==> images/metal_density.png <==
(4 px per um) The die is cut into 16 by 16 equal tiles; dark purple is low, yellow is high, scaled to the fullest tile. Values are wire area over tile area, all layers added.
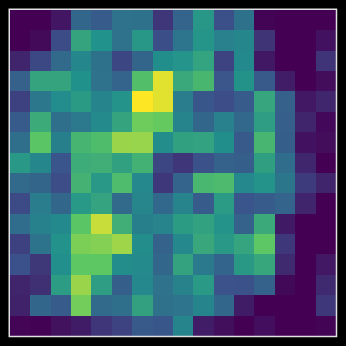
==> images/placement.png <==
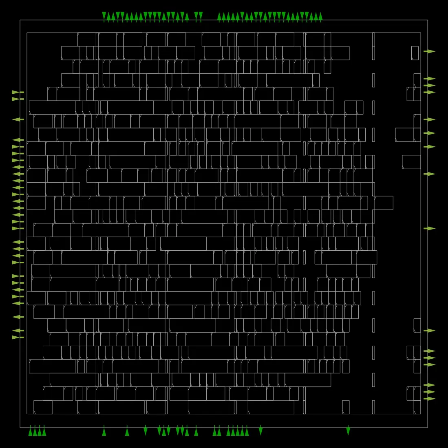
==> images/power_grid.png <==
(6 px per um) Pins as bars on the die edge.
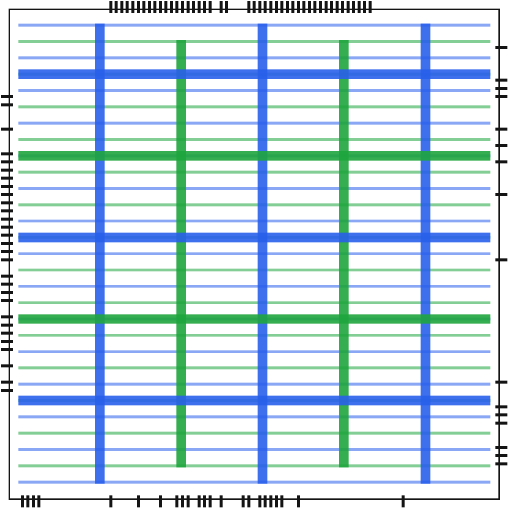
==> images/detail.png <==
Window x 16 to 66, y 31 to 81 um. Cells in gray, sequential cells in the stronger gray; small squares are vias.
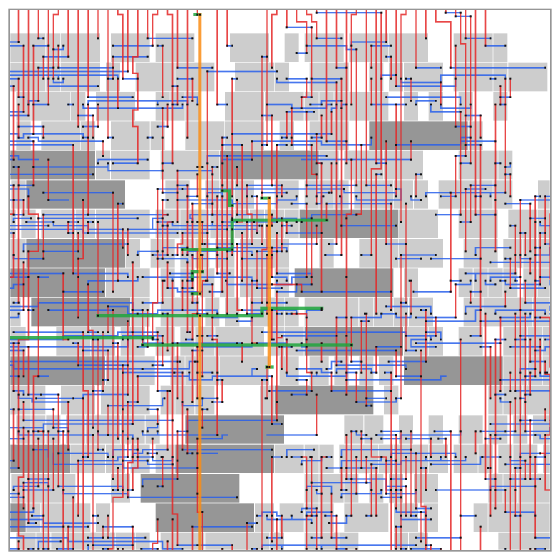
==> images/sizes.png <==
(3 px per um)
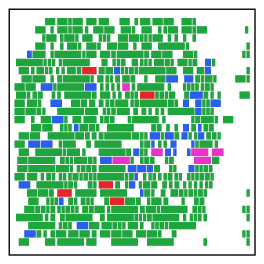
File: config.mk
export PLATFORM = sky130hd
export DESIGN_NAME = mem_seq_flat
export DESIGN_NICKNAME = d
export VERILOG_FILES = /design/src/rtl/mem_seq_pkg.sv /design/src/rtl/mem_seq_if.sv /design/src/rtl/mem_seq_bcd8.sv /design/src/rtl/mem_seq.sv /design/src/flat_wrapper.sv
export SDC_FILE = /design/constraint.sdc
export NUM_CORES = 1
export LEC_CHECK = 0
export ABC_AREA = 1
export CORE_UTILIZATION = 49
export CTS_CLUSTER_DIAMETER = 120
export CTS_CLUSTER_SIZE = 10
export DETAILED_ROUTE_END_ITERATION = 12
export PLACE_DENSITY = 0.87
export SYNTH_ARGS = -nofsm -noshare
export SYNTH_HDL_FRONTEND = slang
export SYNTH_SLANG_ARGS = --single-unit
File: constraint.sdc
create_clock -name clk -period 9.1 [get_ports clk]
set_input_delay 1.82 -clock clk [delete_from_list [all_inputs] [get_ports clk]]
set_output_delay 1.82 -clock clk [all_outputs]
set_load 0.05 [all_outputs]
File: src/rtl/mem_seq_pkg.sv
// Shared types for the memory sequencer: operation encoding, FSM states and
// the width of the read-latency counter.
package mem_seq_pkg;

  typedef enum logic [1:0] {
    OP_STORE_REGS = 2'd0,
    OP_LOAD_REGS  = 2'd1,
    OP_STORE_BCD  = 2'd2,
    OP_ILLEGAL    = 2'd3
  } op_e;

  typedef enum logic [2:0] {
    ST_IDLE    = 3'd0,
    ST_WR      = 3'd1,
    ST_RD_REQ  = 3'd2,
    ST_RD_WAIT = 3'd3,
    ST_FIN     = 3'd4
  } state_e;

  // Wide enough to count up to the largest read latency (4).
  localparam int LAT_W = 3;

endpackage

File: src/rtl/mem_seq_if.sv
// Memory request bus between the sequencer (master) and the memory arbiter (slave).
interface mem_seq_if #(
  parameter int ADDR_W = 12
) ();

  // Handshake: mem_req is the valid, mem_gnt the ready. A request completes in a
  // cycle with both high; while mem_gnt is low the master holds mem_req and every
  // request field stable. Read data arrives on mem_rdata a fixed latency later.
  logic              mem_req;
  logic              mem_we;
  logic [ADDR_W-1:0] mem_addr;
  logic [7:0]        mem_wdata;
  logic              mem_gnt;
  logic [7:0]        mem_rdata;

  modport master (
    output mem_req, mem_we, mem_addr, mem_wdata,
    input  mem_gnt, mem_rdata
  );

  modport slave (
    input  mem_req, mem_we, mem_addr, mem_wdata,
    output mem_gnt, mem_rdata
  );

endinterface

File: src/rtl/mem_seq_bcd8.sv
// Combinational split of an 8-bit binary value into hundreds, tens and ones digits.
module bcd8 (
  input  logic [7:0] bin,
  output logic [3:0] hundreds,
  output logic [3:0] tens,
  output logic [3:0] ones
);

  assign hundreds = 4'(bin / 8'd100);
  assign tens     = 4'((bin / 8'd10) % 8'd10);
  assign ones     = 4'(bin % 8'd10);

endmodule

File: src/rtl/mem_seq.sv
// Register-block / BCD memory sequencer: moves V0..Vx to or from memory at I,
// or stores the three BCD digits of Vx, one byte per granted request.
module mem_seq
  import mem_seq_pkg::*;
#(
  parameter  int NUM_REGS    = 16,
  parameter  int ADDR_W      = 12,
  parameter  int MEM_LAT     = 1,
  parameter  int I_INC_QUIRK = 0,
  localparam int IDX_W       = $clog2(NUM_REGS)
) (
  input  logic             clk,
  input  logic             rst,
  input  logic             start,
  input  logic [1:0]       op,
  input  logic [IDX_W-1:0] x,
  input  logic [15:0]      I_in,
  input  logic [7:0]       vx,
  output logic [IDX_W-1:0] reg_rd_idx,
  input  logic [7:0]       reg_rd_data,
  output logic             reg_wr_en,
  output logic [IDX_W-1:0] reg_wr_idx,
  output logic [7:0]       reg_wr_data,
  mem_seq_if.master        mem,
  output logic             busy,
  output logic             done,
  output logic             err,
  output logic [15:0]      I_out,
  output logic             I_wr_en,
  output state_e           dbg_state
);

  // The counter must reach 2 for the BCD digits even with a tiny register file.
  localparam int K_W = (IDX_W < 2) ? 2 : IDX_W;

  state_e            state_q, state_d;
  op_e               op_q, op_d;
  logic [IDX_W-1:0]  x_q, x_d;
  logic [ADDR_W-1:0] i_q, i_d;
  logic [7:0]        vx_q, vx_d;
  logic [K_W-1:0]    k_q, k_d;
  logic [LAT_W-1:0]  lat_q, lat_d;
  logic              err_q, err_d;

  logic [3:0]        bcd_h, bcd_t, bcd_o;
  logic [7:0]        bcd_byte;
  logic [ADDR_W-1:0] addr_k;
  logic              last_reg;

  bcd8 u_bcd8 (
    .bin      (vx_q),
    .hundreds (bcd_h),
    .tens     (bcd_t),
    .ones     (bcd_o)
  );

  assign addr_k    = i_q + ADDR_W'(k_q);
  assign last_reg  = (k_q == K_W'(x_q));
  assign busy      = (state_q == ST_WR) || (state_q == ST_RD_REQ) || (state_q == ST_RD_WAIT);
  assign err       = err_q;
  assign dbg_state = state_q;

  always_comb begin
    case (k_q[1:0])
      2'd0:    bcd_byte = {4'd0, bcd_h};
      2'd1:    bcd_byte = {4'd0, bcd_t};
      default: bcd_byte = {4'd0, bcd_o};
    endcase
  end

  always_comb begin
    state_d       = state_q;
    op_d          = op_q;
    x_d           = x_q;
    i_d           = i_q;
    vx_d          = vx_q;
    k_d           = k_q;
    lat_d         = lat_q;
    err_d         = 1'b0;
    reg_rd_idx    = '0;
    reg_wr_en     = 1'b0;
    reg_wr_idx    = '0;
    reg_wr_data   = '0;
    mem.mem_req   = 1'b0;
    mem.mem_we    = 1'b0;
    mem.mem_addr  = '0;
    mem.mem_wdata = '0;
    done          = 1'b0;
    I_wr_en       = 1'b0;
    I_out         = '0;

    case (state_q)
      ST_IDLE: begin
        if (start) begin
          op_d  = op_e'(op);
          x_d   = x;
          i_d   = I_in[ADDR_W-1:0];
          vx_d  = vx;
          k_d   = '0;
          lat_d = '0;
          case (op_e'(op))
            OP_STORE_REGS, OP_STORE_BCD: state_d = ST_WR;
            OP_LOAD_REGS:                state_d = ST_RD_REQ;
            default:                     err_d   = 1'b1;
          endcase
        end
      end

      // Request fields depend only on registered state, so they hold while stalled.
      ST_WR: begin
        mem.mem_req  = 1'b1;
        mem.mem_we   = 1'b1;
        mem.mem_addr = addr_k;
        if (op_q == OP_STORE_BCD) begin
          mem.mem_wdata = bcd_byte;
        end else begin
          reg_rd_idx    = k_q[IDX_W-1:0];
          mem.mem_wdata = reg_rd_data;
        end
        if (mem.mem_gnt) begin
          if ((op_q == OP_STORE_BCD) ? (k_q == K_W'(2)) : last_reg) begin
            state_d = ST_FIN;
          end else begin
            k_d = k_q + K_W'(1);
          end
        end
      end

      ST_RD_REQ: begin
        mem.mem_req  = 1'b1;
        mem.mem_addr = addr_k;
        if (mem.mem_gnt) begin
          lat_d   = LAT_W'(1);
          state_d = ST_RD_WAIT;
        end
      end

      // lat_q counts cycles since the grant; data is valid when it reaches MEM_LAT.
      ST_RD_WAIT: begin
        if (lat_q == LAT_W'(MEM_LAT)) begin
          reg_wr_en   = 1'b1;
          reg_wr_idx  = k_q[IDX_W-1:0];
          reg_wr_data = mem.mem_rdata;
          if (last_reg) begin
            state_d = ST_FIN;
          end else begin
            k_d     = k_q + K_W'(1);
            state_d = ST_RD_REQ;
          end
        end else begin
          lat_d = lat_q + LAT_W'(1);
        end
      end

      ST_FIN: begin
        done    = 1'b1;
        state_d = ST_IDLE;
        if ((I_INC_QUIRK != 0) && (op_q != OP_STORE_BCD)) begin
          I_wr_en = 1'b1;
          I_out   = I_in + 16'(x_q) + 16'd1;
        end
      end

      default: state_d = ST_IDLE;
    endcase
  end

  always_ff @(posedge clk or negedge rst) begin
    if (!rst) begin
      state_q <= ST_IDLE;
      op_q    <= OP_STORE_REGS;
      x_q     <= '0;
      i_q     <= '0;
      vx_q    <= '0;
      k_q     <= '0;
      lat_q   <= '0;
      err_q   <= 1'b0;
    end else begin
      state_q <= state_d;
      op_q    <= op_d;
      x_q     <= x_d;
      i_q     <= i_d;
      vx_q    <= vx_d;
      k_q     <= k_d;
      lat_q   <= lat_d;
      err_q   <= err_d;
    end
  end

endmodule

File: src/flat_wrapper.sv
// flat-port wrapper written by rule: the top's interface ports become plain ports
module mem_seq_flat import mem_seq_pkg::*;
#(
  parameter  int NUM_REGS    = 16,
  parameter  int ADDR_W      = 12,
  parameter  int MEM_LAT     = 1,
  parameter  int I_INC_QUIRK = 0,
  localparam int IDX_W       = $clog2(NUM_REGS)
)
  (clk, rst, start, op, x, I_in, vx, reg_rd_idx, reg_rd_data, reg_wr_en, reg_wr_idx, reg_wr_data, busy, done, err, I_out, I_wr_en, dbg_state, mem_mem_req, mem_mem_we, mem_mem_addr, mem_mem_wdata, mem_mem_gnt, mem_mem_rdata);
  mem_seq_if #(.ADDR_W(ADDR_W)) mem_i ();
  input  logic clk;
  input  logic rst;
  input  logic start;
  input  logic [1:0] op;
  input  logic [IDX_W-1:0] x;
  input  logic [15:0] I_in;
  input  logic [7:0] vx;
  output logic [IDX_W-1:0] reg_rd_idx;
  input  logic [7:0] reg_rd_data;
  output logic reg_wr_en;
  output logic [IDX_W-1:0] reg_wr_idx;
  output logic [7:0] reg_wr_data;
  output logic busy;
  output logic done;
  output logic err;
  output logic [15:0] I_out;
  output logic I_wr_en;
  output state_e dbg_state;
  output wire logic [$bits(mem_i.mem_req)-1:0] mem_mem_req;
  output wire logic [$bits(mem_i.mem_we)-1:0] mem_mem_we;
  output wire logic [$bits(mem_i.mem_addr)-1:0] mem_mem_addr;
  output wire logic [$bits(mem_i.mem_wdata)-1:0] mem_mem_wdata;
  input wire logic [$bits(mem_i.mem_gnt)-1:0] mem_mem_gnt;
  input wire logic [$bits(mem_i.mem_rdata)-1:0] mem_mem_rdata;
  assign mem_mem_req = mem_i.mem_req;
  assign mem_mem_we = mem_i.mem_we;
  assign mem_mem_addr = mem_i.mem_addr;
  assign mem_mem_wdata = mem_i.mem_wdata;
  assign mem_i.mem_gnt = mem_mem_gnt;
  assign mem_i.mem_rdata = mem_mem_rdata;
  mem_seq #(.NUM_REGS(NUM_REGS), .ADDR_W(ADDR_W), .MEM_LAT(MEM_LAT), .I_INC_QUIRK(I_INC_QUIRK)) u_core (.clk(clk), .rst(rst), .start(start), .op(op), .x(x), .I_in(I_in), .vx(vx), .reg_rd_idx(reg_rd_idx), .reg_rd_data(reg_rd_data), .reg_wr_en(reg_wr_en), .reg_wr_idx(reg_wr_idx), .reg_wr_data(reg_wr_data), .mem(mem_i), .busy(busy), .done(done), .err(err), .I_out(I_out), .I_wr_en(I_wr_en), .dbg_state(dbg_state));
endmodule
==> results.txt <==
flow finished, numbers: status complete, no violations, ratio of cells with drive above 1 in the final layout about 10%, Final GP Congestion roughly 0.84, num rows 28, dpl ws between 3 and 4 ns, Synth Area in XOR/XNOR 1.42%, post-CTS setup buffer count 0, Top Family by Delay on Critical Path buffers and inverters, max cap viols 0, routed wl met3 282 um, Main synth FF type dfrtp_1, Cell Type Count roughly 43, # diodes 0, Critical Path Fanout Max 10, max layer used met4, adder-cell share of the synthesized area 5.51%, buffering overhead between 20 and 25%, H-tree levels 2, number of CTS-inserted buffers 5, final slew viol count 0, Ys Warns 0, dpl cells 607, Starting DRT DRC Count approximately 150, Largest register FFs 12, fin area about 0.0041 mm2, Synth mux share 4.01%, most frequent logic cell in the layout nand2_1, Finish-stage setup viols 0, RSZ-0062 raised after global routing no, relative slew slack ~45%
## Picture notes: metal_density.png
The mean over all tiles is 0.18. The fullest tile reaches 0.51. 28% of the tiles are over half the peak. 11% of the tiles are nearly empty.

## Picture notes: placement.png
Core Region: 0.00599 mm2
Post-Layout Cell Count: 615
num tapcells: 75
fraction of area in registers: 22.8%

## Picture notes: power_grid.png
Key: VDD = green; VSS = blue
5 straps on met4. 112 signal pins sit on the boundary. The core has 28 rows. 29 met1 rails follow the rows. 5 straps on met5.

## Picture notes: detail.png
Key: metal 3 = green; metal 2 = red; metal 1 = blue; metal 4 = orange
Most frequent: nand2_1 (43), clkdlybuf4s50_1 (39), nor2_1 (30). 260 logic cells have their middle in the window. Netlist names of flops here include u_core.k_q (4), u_core.x_q (4), u_core.dbg_state (3). Sequential cells in the window: 18.

## Picture notes: sizes.png
Key: _2 cells = blue [cells 43, share 8.0%, most used nand2_2]; _3 and _4 cells = magenta [cells 6, share 1.1%]; _6 and larger = red [cells 5, share 0.93%, most used clkbuf_8]; _0 and _1 cells = green [cells 486, share 90%, most used nand2_1]

